**src/rtl/fifo_frame_ctrl.sv**
```systemverilog
// fifo_frame_ctrl: pulls bytes from a FIFO one at a time and assembles them into a
// little-endian frame that is held until the downstream shifter accepts it.
module fifo_frame_ctrl #(
  parameter int DSIZE = 8,
  parameter int MAXB  = 15,
  parameter int TMO   = 64
) (
  input  logic                   clk,
  input  logic                   rst,
  input  logic                   start,
  input  logic [3:0]             frame_len,
  input  logic                   fifo_empty,
  input  logic [DSIZE-1:0]       fifo_rdata,
  output logic                   fifo_rinc,
  output logic [DSIZE*MAXB-1:0]  frame_out,
  output logic                   frame_valid,
  input  logic                   frame_ready,
  output logic                   busy,
  output logic                   err_len,
  output logic                   err_tmo
);
  localparam int TW = $clog2(TMO);
  localparam logic [3:0] MAXL = 4'(MAXB);
  localparam logic [TW-1:0] TLIM = TW'(TMO - 1);
  typedef enum logic [1:0] {IDLE, FETCH, CAPT, HOLD} state_t;
  state_t state_q, state_d;
  logic [3:0] cnt_q, cnt_d, len_q, len_d;
  logic [TW-1:0] tmo_q, tmo_d;
  logic [DSIZE*MAXB-1:0] frame_q, frame_d;
  logic rinc_q, rinc_d, valid_q, busy_q;
  logic err_len_q, err_len_d, err_tmo_q, err_tmo_d;
  logic legal;
  assign legal = frame_len != 4'd0 && frame_len <= MAXL;
  always_comb begin
    state_d   = state_q;
    cnt_d     = cnt_q;
    len_d     = len_q;
    tmo_d     = tmo_q;
    frame_d   = frame_q;
    rinc_d    = 1'b0;
    err_len_d = 1'b0;
    err_tmo_d = 1'b0;
    case (state_q)
      IDLE: if (start) begin
        err_len_d = !legal;
        if (legal) begin
          len_d   = frame_len;
          cnt_d   = '0;
          tmo_d   = '0;
          frame_d = '0;
          state_d = FETCH;
        end
      end
      FETCH: if (!fifo_empty) begin
        rinc_d  = 1'b1;
        tmo_d   = '0;
        state_d = CAPT;
      end else if (tmo_q == TLIM) begin
        err_tmo_d = 1'b1;
        frame_d   = '0;
        state_d   = IDLE;
      end else begin
        tmo_d = tmo_q + TW'(1);
      end
      CAPT: begin
        frame_d[DSIZE*int'(cnt_q) +: DSIZE] = fifo_rdata;
        state_d = (cnt_q == len_q - 4'd1) ? HOLD : FETCH;
        cnt_d   = (cnt_q == len_q - 4'd1) ? cnt_q : cnt_q + 4'd1;
      end
      default: state_d = frame_ready ? IDLE : HOLD;
    endcase
  end
  always_ff @(posedge clk) begin
    if (rst) begin
      state_q   <= IDLE;
      cnt_q     <= '0;
      len_q     <= '0;
      tmo_q     <= '0;
      frame_q   <= '0;
      rinc_q    <= 1'b0;
      valid_q   <= 1'b0;
      busy_q    <= 1'b0;
      err_len_q <= 1'b0;
      err_tmo_q <= 1'b0;
    end else begin
      state_q   <= state_d;
      cnt_q     <= cnt_d;
      len_q     <= len_d;
      tmo_q     <= tmo_d;
      frame_q   <= frame_d;
      rinc_q    <= rinc_d;
      valid_q   <= state_d == HOLD;
      busy_q    <= state_d != IDLE;
      err_len_q <= err_len_d;
      err_tmo_q <= err_tmo_d;
    end
  end
  assign fifo_rinc   = rinc_q;
  assign frame_out   = frame_q;
  assign frame_valid = valid_q;
  assign busy        = busy_q;
  assign err_len     = err_len_q;
  assign err_tmo     = err_tmo_q;
endmodule

```
**config.mk**
```make
export PLATFORM = sky130hd
export DESIGN_NAME = fifo_frame_ctrl
export DESIGN_NICKNAME = d
export VERILOG_FILES = /design/src/rtl/fifo_frame_ctrl.sv
export SDC_FILE = /design/constraint.sdc
export NUM_CORES = 1
export LEC_CHECK = 0
export ABC_AREA = 1
export CORE_AREA = 4 4 117 119
export DETAILED_ROUTE_END_ITERATION = 10
export DIE_AREA = 0 0 121 123
export PLACE_DENSITY = 0.8
export SYNTH_ARGS = -nofsm -noshare
export SYNTH_HDL_FRONTEND = slang
export SYNTH_SLANG_ARGS = --single-unit
```
**constraint.sdc**
```tcl
create_clock -name clk -period 2.6 [get_ports clk]
set_input_delay 0.39 -clock clk [delete_from_list [all_inputs] [get_ports clk]]
set_output_delay 0.39 -clock clk [all_outputs]
set_load 0.01 [all_outputs]
```
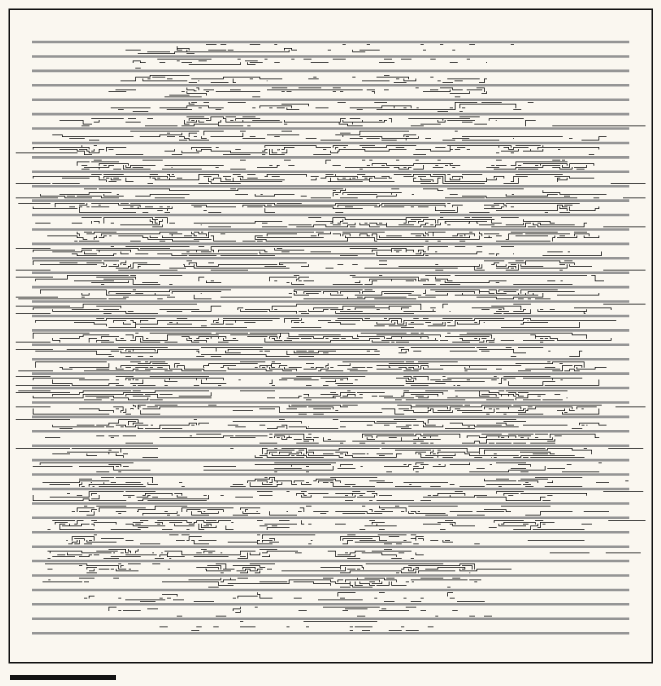
Figure 1: run 1, metal 1.
Bar = 20 µm. Supply wires on this layer in gray.
The layer holds 45% of the routed length. 934 nets have wire on it.

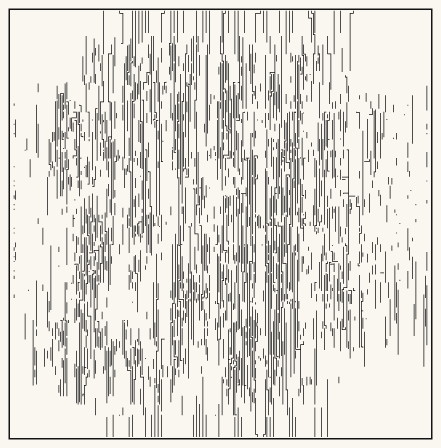
Figure 2: run 1, signal wires on met2.
The layer carries 8390 µm of wire. The wires run mostly vertical.
Global Route met2 Usage: 39.01%
Vias: 6112

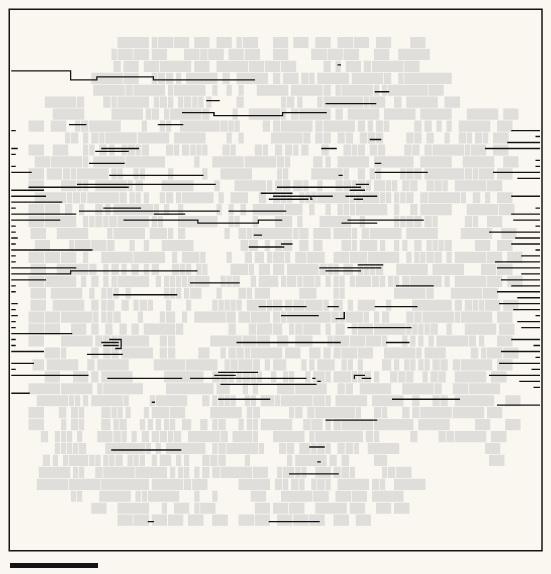
Figure 3: run 1, the metal 3 layer.
Bar = 20 µm.
The longest straight run is 31.7 µm. The layer carries 1180 µm of wire.
met3 usage: 5.627%
routed wire length: 17770 µm

==> impl_metrics.ini, run 1 <==
; flow metrics
[run_status]
status = finished clean

[routing]
final_antenna_net_count = 0
met3_length_um = 1179
highest_layer = met4
wl_met1_um = 7950
via_per_inst = 5.145
drc = 0

[timing]
worstMarginPinSlew_ps = 600.2
max_freq_mhz = 452.7
layout_setup_ws_ps = 390.8
hold_viol_final = 0
setup_viol = 0
rsz0062_at_grt = no
finalSetupTns_ps = 0
relSlewSlack_pct = 59.99
drv_slew = 0

[clock_network]
clk_pin_slew_worst_paths_ps = 60
clk_root_buffer_cell = clkbuf_16
ctsHoldBuffers = 0
htreeDepth = 4
cts-resized-gates = 0
post_cts.repair.setup_buffers = 0
cts_tree = done
cts-buffers-inserted = 17
clk_latency_ps = 430

[final_layout]
largest_reg_flops = 120
final_util_pct = 67.83
lay_top_count = nand2_1
final_cell_mix = nand2_1, dfxtp_1, clkdlybuf4s50_1
design_area_um2 = 8526
syn2layout_area_growth_pct = 34.08
n_antenna_cell = 0

[logic_synthesis]
synth_cell_types = 34
syn-cell-area_um2 = 6359
yosysChipArea_um2 = 6359
synth_nets = 881
edf_count = 0
async_flop_share_pct = 0
area_leaders = dfxtp_1, nand2_1, a21oi_1
numSynthFlops = 141
mux_area_share_pct = 0
synthAoiAreaFrac_pct = 10.72
synthXorXnorAreaFrac_pct = 1.122

[global_routing]
grt_busiest_layer = met2
grt.overflow.total = 0
grt_first_pass_wirelength_um = 28850
grt_pass1_vias = 5856
grt_max_degree = 129
antenna_found_initial = 0

[critical_path]
critical_path_class = reg2reg
required_ps = 2880
crit_start = cnt_q[0]
cp_max_fo = 19
worst_setup_path_end_kind = flip-flop
r2r_slack_ps = 390
slowest_stage = dfxtp_1
path_cells = buf_4, nor3_2, ha_1, buf_4, nand2_1, nor2_2, nand3_1, nand2_1, nand2_1, nand2_1, a21oi_1
worstReg2RegEnd = frame_out[50]
critical_path.startpoint_type = flip-flop
r2r-start = cnt_q[0]
arrival_ps = 2490
cp-endpoint = frame_out[50]
worst-path-buf-inv = 2

[hold_path]
hold_class = in2reg
worstHoldEndpoint = state_q[0]

[pwr]
p_sw_mw = 1.221
cellInternalPower_mw = 3.924
p_sw_share_pct = 23.73
fin_total_pwr_mw = 5.144
power_density_nw_per_um2 = 603.4
irDropWorstVdd_mv = 0.5049

[die]
rows = 41
io_pins = 142
die-area_um2 = 14880

[placed_design]
portBuffers = 141
finalWeightedCongestion = 0.9327

[job]
warnings = 29
maxCapViolCount = 0
[run 1: power groups by stage]
stage                     combinational, mW  sequential, mW  clock [mW]
after floorplan                       0.304            2.23           0
after global placement                0.428            2.23           0
after detailed placement              0.432            2.23           0
after CTS                             0.434            2.19        2.54
after global routing                  0.482            2.19        2.64
final                                 0.437            2.19        2.52
[run 1: area by class of cell]
type                       instances  area (µm²)
multi-input combinational        635        3115
sequential                       141        2823
clock buffer                      19       442.9
clock inverter                    13       171.4
inverter                          49       188.9
tap                              172       215.2
fill                            1055        4043
timing repair buffer             159        1569
[run 1: worst min-delay path, cell delays in order]
cell and delay, ps:
buf_4 120, clkinv_1 160, nand2_1 110, inv_1 50
Figure 4. Met4 routing (run 1).
Supply wires on this layer in gray.
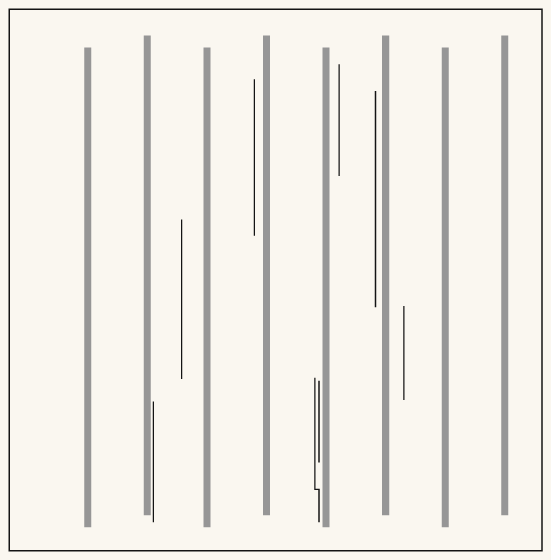

==> run 1 -> run 2 <==
==> constraint.sdc (replaced) <==
create_clock -name clk -period 2.25 [get_ports clk]
set_input_delay 0.3375 -clock clk [delete_from_list [all_inputs] [get_ports clk]]
set_output_delay 0.3375 -clock clk [all_outputs]
set_load 0.01 [all_outputs]
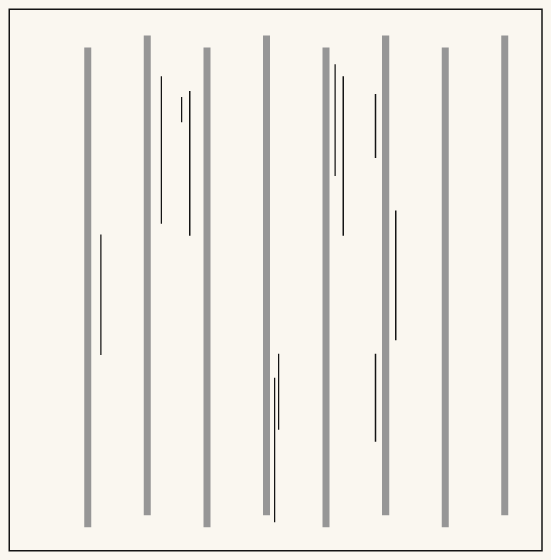
Figure 5: run 2, met4 routing.
Supply wires on this layer in gray.
The wires run mostly vertical. 7 nets have wire on it. The longest straight run is 36.0 µm.
routed wire length: 17820 µm
Vias: 6236

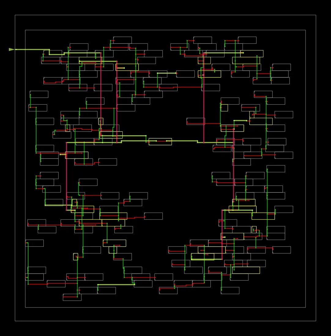
Figure 6: run 2, clock nets.
Power Clock: 3.02 mW
Layout Skew: 6.464 ps
Num CTS Buffers: 17
Flops: 141
Worst-Skew Late Latency: 420 ps

==> run 2 against run 1 <==
Global-route usage is 0.21 points lower. Core utilization is 0.66 points higher. Cell count is 0.51% higher. Critical path type unchanged. Non-clock buffer count is 7 higher. Routed wire length is 0.30% higher. Via count is 2.0% higher. Sequential power is 16% higher. Synthesized cell count stayed put. Sequential share of layout area is 0.32 points lower. First-iteration DRC count is 9.9% lower. Clock power is about 20% higher.
==> impl_metrics.ini, run 2 <==
; flow metrics
[critical_path]
ff2ff_path_depth = 9
slowest_stage = dfxtp_1
worst_setup_path_end_kind = flip-flop
path_delay_family = buffers and inverters
r2r-start = cnt_q[0]
path_cells = buf_4, nor3_2, ha_1, clkinv_1, buf_4, nand3_1, nor2_4, nand3_1, a21oi_1
required_ps = 2590
arrival_ps = 2440
worstReg2RegEnd = frame_out[1]
crit_start = cnt_q[0]
r2r_slack_ps = 150
worst-path-buf-inv = 3
critical_path.startpoint_type = flip-flop

[pwr]
p_sw_share_pct = 23.22
irDropWorstVdd_mv = 0.5715
top_power_group = clock
power_density_nw_per_um2 = 703.6
p_sw_mw = 1.407
pg_comb_uw = 513
cellInternalPower_mw = 4.650

[logic_synthesis]
synth_nets = 881
async_flop_share_pct = 0
syn-cell-area_um2 = 6359
mux_area_share_pct = 0
synth_cell_types = 34
synthAoiAreaFrac_pct = 10.72
area_leaders = dfxtp_1, nand2_1, a21oi_1
yosysChipArea_um2 = 6359

[placed_design]
finalWeightedCongestion = 0.9081
portBuffers = 141

[job]
maxCapViolCount = 0
warnings = 29

[clock_network]
cts-resized-gates = 0
htreeDepth = 4
clk_root_buffer_cell = clkbuf_16
clk_pin_slew_worst_paths_ps = 60
cts_tree = done
post_cts.repair.setup_buffers = 0
ctsHoldBuffers = 0

[routing]
final_antenna_net_count = 0
drc = 0
met3_length_um = 1160
wl_met1_um = 7914
highest_layer = met4
routedWlPerCell_um = 14.93
via_per_inst = 5.223

[timing]
worstMarginPinSlew_ps = 564.8
drv_slew = 0
hold_viol_final = 0
setup_viol = 0
finalSetupTns_ps = 0
rsz0062_at_grt = no
hold-worst-slack_ps = 392.9
relSlewSlack_pct = 62.35
layout_setup_ws_ps = 148.9
max_freq_mhz = 475.9

[die]
die-area_um2 = 14880
io_pins = 142

[global_routing]
grt_first_pass_wirelength_um = 28610
antenna_found_initial = 0
grt.overflow.total = 0
grt_max_degree = 129
grt_pass1_vias = 5866

[final_layout]
fill_cells = 1032
design_area_um2 = 8608
flop_area_um2 = 2823
lay_top_count = nand2_1
syn2layout_area_growth_pct = 35.38
final_cell_mix = nand2_1, dfxtp_1, clkdlybuf4s50_1
largest_reg_flops = 120
combGateArea_um2 = 3124
n_antenna_cell = 0
final_util_pct = 68.49

[hold_path]
worstHoldEndpoint = state_q[0]
hold_class = in2reg

[run_status]
status = finished clean
==> run 2: cells by family (layout without fill, tap and decap cells) <==
kind of cell / after synthesis / in the layout
AOI/OAI and AO/OA: 135 / 135
buffers and inverters: 83 / 246
adders and majority gates: 5 / 5
DFF: 141 / 141
xor gates and xnor gates: 6 / 6
and+or+nand+nor: 489 / 489
==> run 2: area by class of cell <==
cell class | instances | area share, %
repair buffers | 166 | 18.84
well taps | 172 | 2.500
inverters | 49 | 2.195
multi-input cells | 635 | 36.29
clock inverters | 13 | 2.282
flip-flops and latches | 141 | 32.79
clock buffers | 18 | 5.102
==> run 2: routing by layer <==
metal  track usage [%]  up-vias
li1                  -     3094
met2             39.18      228
met4             7.649        0
met5                 0        -
met3             5.124       27
met1             32.14     2887
Power and IR drop assume default switching activity.
